==> config.mk <==
export PLATFORM = sky130hd
export DESIGN_NAME = spi_regbank
export DESIGN_NICKNAME = d
export VERILOG_FILES = /design/src/rtl/spi_regbank_pkg.sv /design/src/rtl/sync_edge.sv /design/src/rtl/spi_regbank.sv
export SDC_FILE = /design/constraint.sdc
export NUM_CORES = 1
export LEC_CHECK = 0
export CAP_MARGIN = 20
export CORE_MARGIN = 2
export CORE_UTILIZATION = 32
export CTS_CLUSTER_SIZE = 25
export DETAILED_ROUTE_END_ITERATION = 6
export SYNTH_ARGS = -nofsm -noshare
export SYNTH_HDL_FRONTEND = slang
export SYNTH_SLANG_ARGS = --single-unit
==> constraint.sdc <==
create_clock -name clk_i -period 6.5 [get_ports clk_i]
set_input_delay 1.95 -clock clk_i [delete_from_list [all_inputs] [get_ports clk_i]]
set_output_delay 1.95 -clock clk_i [all_outputs]
set_load 0.005 [all_outputs]
==> images/pins.png <==
(1.5 px per µm) Pins as bars across the die edge, other pins in gray.
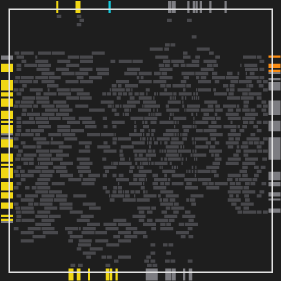
- stat_i: yellow (pins 64; direction input; edge 50 left, 10 bottom, 4 top)
- sck_i: cyan (pins 1; direction input; edge top)
- wr_stb_o: orange (pins 4; direction output; edge right)
overall die height: 174 µm
Chip Width: 174 µm

==> images/met2.png <==
(2 px per µm) Cells faint in the background.
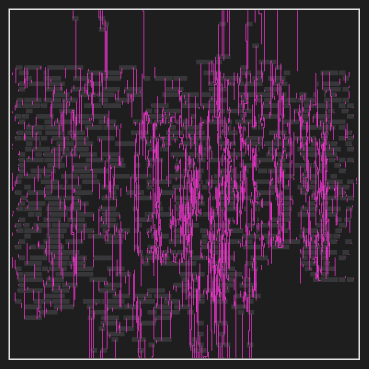
- wire length on this layer: 8900 µm
- longest straight run: 69.4 µm
via count: 5240
met2 Usage GRT: 0.204
total wirelength of the detailed-routed design: 19600 µm

==> qor_table.md <==
| Metric | Value | Unit |
|:---|:---|:---|
| Port buffer count | 140 | - |
| Final weighted congestion of routability-driven global placement | 0.731 | - |
| Post-route clock period utilization | 0.526 | - |
| Comb group | 0.000133 | W |
| Worst-case reg-to-reg path depth | 6 | - |
| Portion of the post-synthesis area used by sequential elements | 0.682 | - |
| Run status | completed | - |
| Sw frac | 0.214 | - |
| Crit path DAT | 1.47 | ns |
| Setup repair after global routing missed its margin | false | - |
| Latest clock arrival within the worst-skew pair | 0.54 | ns |
| Final hold viol count | 0 | - |
| Longest individual stage delay on the worst path | 0.52 | ns |
| Total global-route track usage | 0.133 | - |
| Final min period | 3.42 | ns |
| Kind of launch point of the worst setup path | flip-flop | - |
| Xor/xnor share | 0.00283 | - |
| Count of placed standard cells in the final layout, fillers left out | 1145 | - |
| Number of placed instances, taps included | 1093 | - |
| Netlist area before placement | 0.00928 | mm² |
| Number of flops mapped to enable cells by yosys | 0 | - |
| Yosys-reported design area after synthesis | 0.00928 | mm² |
| Slowest cell on crit path | clkdlybuf4s50_1 | - |
| Unique cell types | 45 | - |
| Maximum resistive drop on vdd | 189 | µV |
| Area fraction in mux cells | 0.171 | - |
| Hold Crit Depth | 0 | - |
| Via density per instance | 4.58 | - |
| Power share of the clock group | 0.470 | - |
| Worst-case setup margin in the final layout | 3.08 | ns |
| Number of flip-flops and latches in the synthesized netlist | 253 | - |
| Post-layout nets | 813 | - |
| Global route total overflow | 0 | - |
| Crit path capture type | output port | - |
| Final TNS setup | 0 | ns |
==> area by class of cell <==
class                      instances  share of cell area
clock buffer                      34              0.0629
clock inverter                    16              0.0155
inverter                          26             0.00816
multi-input combinational        287               0.221
sequential                       253               0.530
tap                              384              0.0402
timing repair buffer             145               0.122
==> routing by layer <==
layer  vias to the layer above  share of wire  routed length, µm  global-route usage
met3                        30          0.060               1180              0.0304
met4                         0          0.019                364              0.0298
met5                         -              0                  0                   0
li1                       2411              -                  -                   -
met1                      2656           0.47               9150               0.192
met2                       143           0.45               8900               0.204
==> kinds of logic after synthesis <==
family          after synthesis
compound gates               62
xor+xnor                      3
flops                       253
mux                         126
simple gates                 92
buf+inv                      66
fa+ha+maj                     4
No activity file was given, so power comes from the tool's default toggle rates.
